$ cat src/rtl/mips_mult_pkg.sv
// Shared constants and tracker entry type for the HI/LO multiply unit.
// Imported by mult_track_pipe and mult_hilo_ctrl.
package mips_mult_pkg;

  localparam int MUL_LAT_DEF = 3;
  localparam int DW_DEF      = 32;
  localparam int HILO_W      = 64;

  typedef struct packed {
    logic valid;
    logic madd;
  } trk_t;

endpackage

$ cat src/rtl/mult_track_pipe.sv
// Valid/tag delay line following products through the multiplier.
// Ports: clk, rst (async high), din (entry in), tail (oldest entry), busy.
module mult_track_pipe
  import mips_mult_pkg::*;
#(
  parameter int DEPTH = MUL_LAT_DEF + 1
) (
  input  logic clk,
  input  logic rst,
  input  trk_t din,
  output trk_t tail,
  output logic busy
);

  trk_t [DEPTH-1:0] pipe;

  always_ff @(posedge clk or posedge rst) begin
    if (rst) begin
      pipe <= '0;
    end else begin
      pipe <= {pipe[DEPTH-2:0], din};
    end
  end

  assign tail = pipe[DEPTH-1];

  always_comb begin
    busy = 1'b0;
    for (int i = 0; i < DEPTH; i++) begin
      busy = busy | pipe[i].valid;
    end
  end

endmodule

$ cat src/rtl/mult_hilo_ctrl.sv
// Issue/writeback around a 16x16 pipelined signed multiplier with HI/LO.
// Ports: clk, rst, mult_start, rs_data, rt_data, mul_a/mul_b/mul_p,
//   mf_hi_req, mf_lo_req, mt_hi, mt_lo, mt_data, rdata, rdata_valid,
//   stall, busy, hi, lo. Macro MULT_MADD_EN adds input madd.
module mult_hilo_ctrl
  import mips_mult_pkg::*;
#(
  parameter int MUL_LAT = MUL_LAT_DEF,
  parameter int DW      = DW_DEF
) (
  input  logic          clk,
  input  logic          rst,
  input  logic          mult_start,
  input  logic [31:0]   rs_data,
  input  logic [31:0]   rt_data,
  output logic [15:0]   mul_a,
  output logic [15:0]   mul_b,
  input  logic [31:0]   mul_p,
  input  logic          mf_hi_req,
  input  logic          mf_lo_req,
  input  logic          mt_hi,
  input  logic          mt_lo,
  input  logic [DW-1:0] mt_data,
`ifdef MULT_MADD_EN
  input  logic          madd,
`endif
  output logic [DW-1:0] rdata,
  output logic          rdata_valid,
  output logic          stall,
  output logic          busy,
  output logic [DW-1:0] hi,
  output logic [DW-1:0] lo
);

  trk_t            din;
  trk_t            tail;
  logic            req_any;
  logic            accept_mul;
  logic            idle;
  logic [2*DW-1:0] p_ext;
  logic [2*DW-1:0] hilo_sum;
  logic            unused_hi_bits;

  assign unused_hi_bits = ^{rs_data[31:16], rt_data[31:16]};

  assign req_any    = mf_hi_req | mf_lo_req | mt_hi | mt_lo;
  assign stall      = req_any & busy;
  assign accept_mul = mult_start & ~stall;
  assign idle       = ~busy;

  assign p_ext    = {{(2*DW-32){mul_p[31]}}, mul_p};
  assign hilo_sum = {hi, lo} + p_ext;

  always_comb begin
    din       = '0;
    din.valid = accept_mul;
`ifdef MULT_MADD_EN
    din.madd  = accept_mul & madd;
`endif
  end

  // Depth is one more than the multiplier latency: the operand
  // register here is the multiplier's first input stage.
  mult_track_pipe #(
    .DEPTH(MUL_LAT + 1)
  ) u_track (
    .clk (clk),
    .rst (rst),
    .din (din),
    .tail(tail),
    .busy(busy)
  );

  always_ff @(posedge clk or posedge rst) begin
    if (rst) begin
      mul_a       <= '0;
      mul_b       <= '0;
      rdata       <= '0;
      rdata_valid <= 1'b0;
      hi          <= '0;
      lo          <= '0;
    end else begin
      rdata_valid <= 1'b0;
      if (accept_mul) begin
        mul_a <= rs_data[15:0];
        mul_b <= rt_data[15:0];
      end
      // MF samples hi/lo before any MT in the same cycle lands.
      if (idle & (mf_hi_req | mf_lo_req)) begin
        rdata       <= mf_hi_req ? hi : lo;
        rdata_valid <= 1'b1;
      end
      // Writeback and MT never coincide: MT needs busy low,
      // a live tail bit keeps busy high.
      if (tail.valid) begin
        {hi, lo} <= tail.madd ? hilo_sum : p_ext;
      end else begin
        if (idle & mt_hi) hi <= mt_data;
        if (idle & mt_lo) lo <= mt_data;
      end
    end
  end

endmodule
$ cat config.mk
export PLATFORM = sky130hd
export DESIGN_NAME = mult_hilo_ctrl
export DESIGN_NICKNAME = d
export VERILOG_FILES = /design/src/rtl/mips_mult_pkg.sv /design/src/rtl/mult_track_pipe.sv /design/src/rtl/mult_hilo_ctrl.sv
export SDC_FILE = /design/constraint.sdc
export NUM_CORES = 1
export LEC_CHECK = 0
export ABC_CLOCK_PERIOD_IN_PS = 8590
export CAP_MARGIN = 5
export CORE_MARGIN = 10
export CORE_UTILIZATION = 32
export CTS_CLUSTER_DIAMETER = 30
export DETAILED_ROUTE_END_ITERATION = 7
export GPL_TIMING_DRIVEN = 0
export PLACE_DENSITY_LB_ADDON = 0.3
export SETUP_SLACK_MARGIN = 0.05
export SKIP_CTS_REPAIR_TIMING = 1
export SYNTH_ARGS = -nofsm -noshare
export SYNTH_HDL_FRONTEND = slang
export SYNTH_SLANG_ARGS = --single-unit
$ cat constraint.sdc
create_clock -name clk -period 8.59 [get_ports clk]
set_input_delay 0.859 -clock clk [delete_from_list [all_inputs] [get_ports clk]]
set_output_delay 0.859 -clock clk [all_outputs]
set_load 0.02 [all_outputs]
==> deck_impl_summary.md, run 1 <==
Physical Implementation Snapshot

Run
  – Max-cap violations: 0
  – Tool warnings: 58

Logic synthesis
  – Simple-Gate Fraction of Synth Area: 9.93%
  – # Cells Yosys: 458
  – Sequential element share of the synthesized area: 56.1%
  – Xor/xnor share: 0%
  – MUX area fraction: 30.4%
  – Number of enable flip-flop cells: 0
  – Top cell type by instance count after synthesis: dfrtp_1
  – Top-area cell share: 56.1%
  – Yosys top cell by area: dfrtp_1
  – Mean post-synth cell area: 13.0 um2
  – Yosys synthesis chip area: 5940 um2
  – Largest cells by area after synthesis: dfrtp_1, mux2_2, mux2_1
  – Synthesized flop and latch total: 133
  – Mapped Area: 5940 um2
  – Yosys warning count: 0
  – Post-Synthesis Net Count: 593
  – Adders+Majority by Area: 0%
  – Unique cell types: 18
  – Post-synth top cells: dfrtp_1, mux2_2, nand2_1
  – Mapped Cells: 458

CTS
  – Worst-skew pair later-pin latency: 410 ps
  – Clk root buf: clkbuf_16
  – Clk buf depth: 2
  – H-tree Lvls: 4
  – CTS tree: built
  – Clock-pin slew on the worst setup and hold paths: 60 ps

Timing
  – PnR worst setup slack: 5470 ps
  – Min Tclk post-route: 3120 ps
  – Tcrit/Tclk final: 36.3%
  – Unrepaired setup endpoints after global routing: no
  – Peak Freq: 321 MHz
  – Pins Over Slew Limit: 0
  – Worst slew pin tran: 766 ps
  – Max_slew headroom: 49.0%
  – Min Hold Slack: 462 ps
  – Clock Skew: 8.36 ps
  – Final setup viols: 0

Power
  – Seq group: 1.15 mW
  – Top pwr grp: combinational cells
  – Tot Pwr: 3.86 mW
  – Int Pwr: 2.46 mW
  – Combinational group power: 1.90 mW
  – Power per cell area: 418 nW/um2
  – Static leakage: 4.01 nW
  – Seq pwr share: 29.8%
  – Peak supply drop: 0.166 mV

Layout
  – Flop share of the area: 36.0%
  – Multi-input gates: 294
  – Fillers: 1598
  – Final instance area: 9240 um2
  – Dominant logic cell types in the final layout: clkdlybuf4s50_1, dfrtp_1, mux2_2
  – Regs by FF count: hi x32, lo x32, rdata x32
  – Bufs w/o clock: 260
  – Inverters: 4
  – Combinational share of cell area: 26.2%
  – Layout cells sized above 1: 23.4%
  – Final #Nets: 845
  – Final Util: 51.1%
  – Layout area overhead: 55.6%
  – Post-Layout Cell Count: 952
  – ClkCell Share: 7.16%
  – Combinational gate area: 2420 um2
  – FF/Latch Area: 3330 um2
  – Dominant class by area: flip-flops and latches
  – ANT cells: 0
  – Fraction of area in non-clock buffers: 27.3%

Die
  – Io pins: 266
  – # Taps: 229
  – Die width: 156 um
  – Die area: 24400 um2
  – FP Util: 32.8%
  – Die Height: 156 um
  – Rows: 49
  – Core Area: 18100 um2

Placement
  – Post-DP Area: 8580 um2
  – Buffers added on ports: 232
  – Placer Congestion: 0.787
  – Hpwl dp: 14300 um
  – Placed insts: 920
  – Setup WS pre-CTS: 5460 ps

Worst setup path
  – Crit path largest cell delay: 570 ps
  – CP max FO: 2
  – Most frequent cell on the critical path: clkdlybuf4s50_1
  – Stages on worst setup path: 4
  – FF-to-FF setup slack: 6600 ps
  – Critical Path, Cell by Cell: clkdlybuf4s50_1 > nor4_2 > nor2_1 > clkdlybuf4s50_1
  – Worst R2R Path Depth: 6
  – CP required: 7730 ps
  – Crit path launch: mf_lo_req
  – Crit path kind: in2out
  – Worst Setup EP: stall
  – Setup crit end kind: output port
  – Largest delay share family, worst path: buffers and inverters
  – Crit path buf inv count: 2

Global routing
  – Met1 usage: 17.0%
  – Vias in the first global route: 5070
  – M3 GR Usage: 5.82%
  – GRT Max-Usage Layer: met2
  – Largest net degree at the start of global routing: 77
  – Overflow after GRT: 0
  – First-pass GRT wire length: 29300 um
  – Initial antenna violation count: 0
  – GRT Total Usage: 15.7%

Route
  – DRC errors left: 0
  – Initial DRC count: 105
  – Vias per Instance: 4.62
  – Final ANT Viol Nets: 0
  – Metal-1 WL: 7530 um
  – Post-DR wirelength/cell: 20.0 um
  – Met2 wire length: 9660 um
  – Drt first pass iters: 6
  – Top Layer Used: met4
  – Met3 wire length: 1570 um

Run status
  – Status: completed

Worst hold path
  – Hold path endpoint: u_track.pipe[5]
  – Hold Startpoint: u_track.pipe[3]
  – Hold Path Stages: 0
Figure 1. The metal 2 layer (run 1).
Drawn at 3 px/um. Cells faint in the background.
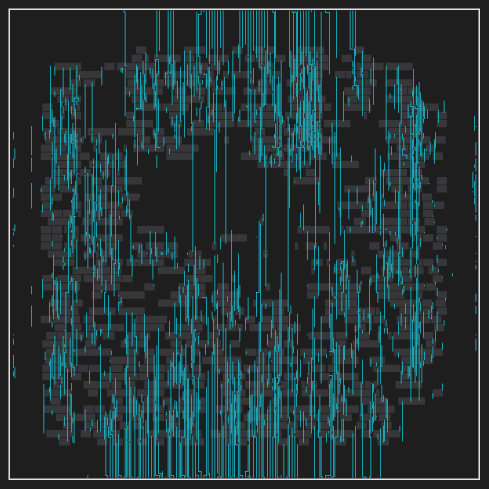
The longest straight run is 60.5 um. 736 nets have wire on it. The layer holds 51% of the routed length.
Via Count: 4401
met2 usage: 27.4%
total wire length: 19100 um

Figure 2. Cells colored by class (run 1).
Drawn at 2 px/um. Fill, decap, tap and diode cells in gray.
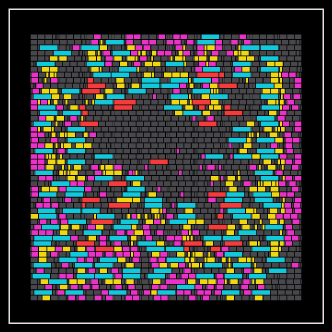
Yellow stands for all other logic, cells 298, share of their area 27%. Red stands for clock drivers and dummy loads, cells 32, share of their area 7.4%. Magenta stands for other buffers and delay cells, cells 260, share of their area 28%. Cyan stands for flip-flops, cells 133, share of their area 37%.

Figure 3. Clock routing (run 1).
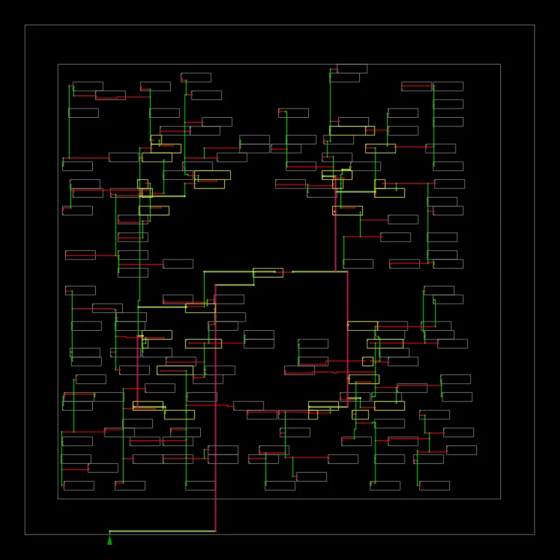
clkbuf count: 18
Clk. pwr: 811 uW
flip-flops: 133
Sink Count: 133
number of CTS-inserted buffers: 17

==> run 1 -> run 2 <==
--- a/config.mk
+++ b/config.mk
@@ -5,7 +5,7 @@
 export SDC_FILE = /design/constraint.sdc
 export NUM_CORES = 1
 export LEC_CHECK = 0
-export ABC_CLOCK_PERIOD_IN_PS = 8590
+export ABC_CLOCK_PERIOD_IN_PS = 3000
 export CAP_MARGIN = 5
 export CORE_MARGIN = 10
 export CORE_UTILIZATION = 32
==> constraint.sdc (replaced) <==
create_clock -name clk -period 3 [get_ports clk]
set_input_delay 0.3 -clock clk [delete_from_list [all_inputs] [get_ports clk]]
set_output_delay 0.3 -clock clk [all_outputs]
set_load 0.02 [all_outputs]
==> run 2 against run 1 <==
  * Clock skew decreased by 1.5 ps
  * Sequential share of layout area up 0.098 points
  * Design area is 0.27% lower
  * First-iteration DRC count rose by 52%
  * Die size unchanged
  * Synthesized cell count stayed put
  * Largest cell class unchanged
  * Largest power group unchanged
==> deck_impl_summary.md, run 2 <==
Physical Implementation Snapshot

Timing
  – Min Tclk post-route: 2190 ps
  – Final setup viols: 0
  – Peak Freq: 457 MHz
  – Min Hold Slack: 311 ps
  – PnR worst setup slack: 810 ps
  – Pins Over Slew Limit: 0
  – Tcrit/Tclk final: 73.0%
  – Unrepaired setup endpoints after global routing: no
  – Max_slew headroom: 42.2%
  – Worst slew pin tran: 864 ps
  – Clock Skew: 6.87 ps
  – Final Hold Viols: 0
  – Setup tns final: 0 ps

Layout
  – Combinational gate area: 2420 um2
  – FF/Latch Area: 3330 um2
  – Dominant logic cell types in the final layout: clkdlybuf4s50_1, dfrtp_1, mux2_2
  – Fillers: 1567
  – Clkbuf count: 17
  – Final #Nets: 847
  – Flop share of the area: 36.1%
  – ClkCell Share: 6.57%
  – Layout cells sized above 1: 23.6%
  – Fraction of area in non-clock buffers: 27.7%
  – Final Util: 50.9%
  – Flip-flops: 133
  – Layout area overhead: 55.2%
  – Inverters: 4
  – ANT cells: 0
  – Final instance area: 9210 um2
  – Regs by FF count: hi x32, lo x32, rdata x32
  – Post-Layout Cell Count: 954
  – Bufs w/o clock: 262
  – Combinational share of cell area: 26.3%
  – Dominant class by area: flip-flops and latches
  – Multi-input gates: 294

Placement
  – Placed insts: 922
  – Hpwl dp: 14300 um
  – Placer Congestion: 0.782
  – Setup WS pre-CTS: 758 ps
  – Post-DP Area: 8610 um2
  – Buffers added on ports: 232

Logic synthesis
  – Mapped Area: 5940 um2
  – Ys flop type: dfrtp_1
  – Post-synth top cells: dfrtp_1, mux2_2, nand2_1
  – # Cells Yosys: 458
  – Xor/xnor share: 0%
  – Synthesized flop and latch total: 133
  – Mapped Cells: 458
  – Yosys synthesis chip area: 5940 um2
  – Yosys top cell by area: dfrtp_1
  – Top cell type by instance count after synthesis: dfrtp_1
  – Number of enable flip-flop cells: 0
  – Mean post-synth cell area: 13.0 um2
  – Post-synth ARST share: 100%
  – Top-area cell share: 56.1%
  – Dominant comb cell: multiplexers
  – Post-Synthesis Net Count: 593
  – MUX area fraction: 30.4%
  – Adders+Majority by Area: 0%
  – Unique cell types: 18
  – Simple-Gate Fraction of Synth Area: 9.93%
  – Sequential element share of the synthesized area: 56.1%
  – Largest cells by area after synthesis: dfrtp_1, mux2_2, mux2_1
  – Yosys warning count: 0

Power
  – Clock Power Share: 19.5%
  – Seq pwr share: 30.4%
  – Sw frac: 36.9%
  – Sw Pwr: 4.01 mW
  – Top pwr grp: combinational cells
  – Power per cell area: 1180 nW/um2
  – Logic gate share of total power: 50.1%
  – Static leakage: 4.00 nW
  – Combinational group power: 5.45 mW
  – Peak supply drop: 0.570 mV
  – Clk. pwr: 2.12 mW
  – Seq group: 3.30 mW
  – Tot Pwr: 10.9 mW
  – Int Pwr: 6.86 mW

Route
  – DRC errors left: 0
  – Drt first pass iters: 4
  – Met3 wire length: 1650 um
  – Post-DR wirelength/cell: 19.8 um
  – Vias per Instance: 4.65
  – Initial DRC count: 160
  – Met2 wire length: 9380 um
  – Final ANT Viol Nets: 0
  – Top Layer Used: met4
  – Metal-1 WL: 7510 um

Worst setup path
  – FF-to-FF setup slack: 1030 ps
  – Worst Setup EP: stall
  – Largest delay share family, worst path: buffers and inverters
  – Worst R2R Path Depth: 4
  – CP max FO: 4
  – Crit path launch: u_track.tail[1]
  – Arrival @ worst endpoint: 1890 ps
  – Setup crit end kind: output port
  – Crit Reg-Reg Startpoint: u_track.pipe[3]
  – Reg2reg end: hi[25]
  – Critical Path, Cell by Cell: nor4_4 > nor2_1 > clkdlybuf4s50_1
  – Crit path max-delay cell type: clkdlybuf4s50_1
  – Stages on worst setup path: 3
  – Startpoint types: register
  – Crit path kind: reg2out
  – Crit path largest cell delay: 580 ps
  – CP required: 2700 ps
  – Crit path buf inv count: 1

CTS
  – CTS tree: built
  – Clk root buf: clkbuf_16
  – Clk buf depth: 2
  – Number of CTS-inserted buffers: 17
  – Sink Count: 133
  – Worst-skew pair later-pin latency: 410 ps
  – Clock-pin slew on the worst setup and hold paths: 60 ps
  – H-tree Lvls: 4

Die
  – Die area: 24400 um2
  – Rows: 49
  – Die Height: 156 um
  – # Taps: 229
  – Die width: 156 um
  – FP Util: 32.8%
  – Core Area: 18100 um2
  – Io pins: 266

Global routing
  – GRT Max-Usage Layer: met2
  – Largest net degree at the start of global routing: 40
  – Initial antenna violation count: 1
  – GRT Total Usage: 15.4%
  – M3 GR Usage: 6.40%
  – Vias in the first global route: 4954
  – First-pass GRT wire length: 28900 um
  – Met1 usage: 17.1%
  – Overflow after GRT: 0

Worst hold path
  – Hold path endpoint: rdata[31]
  – Hold Path Stages: 3
  – Hold Startpoint: mf_hi_req
  – Hold Crit Class: in2reg

Run status
  – Status: completed

Run
  – Max-cap violations: 0
  – Tool warnings: 58
Figure 4. The metal 2 layer (run 2).
Drawn at 3 px/um. Cells faint in the background.
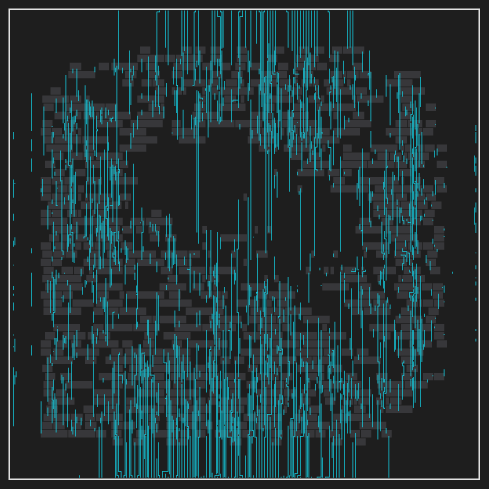
The longest straight run is 59.0 um. 744 nets have wire on it.
total wire length: 18900 um
Via Count: 4434
met2 usage: 26.0%

Figure 5. I/O nets highlighted (run 2).
Drawn at 2 px/um.
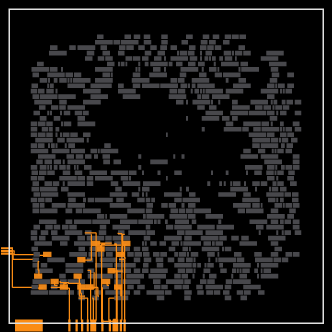
Orange stands for rs_data, bits 32, direction input, end cells 16, buffers 16, wire 574 um.

Power is estimated from default activity; no workload was simulated.
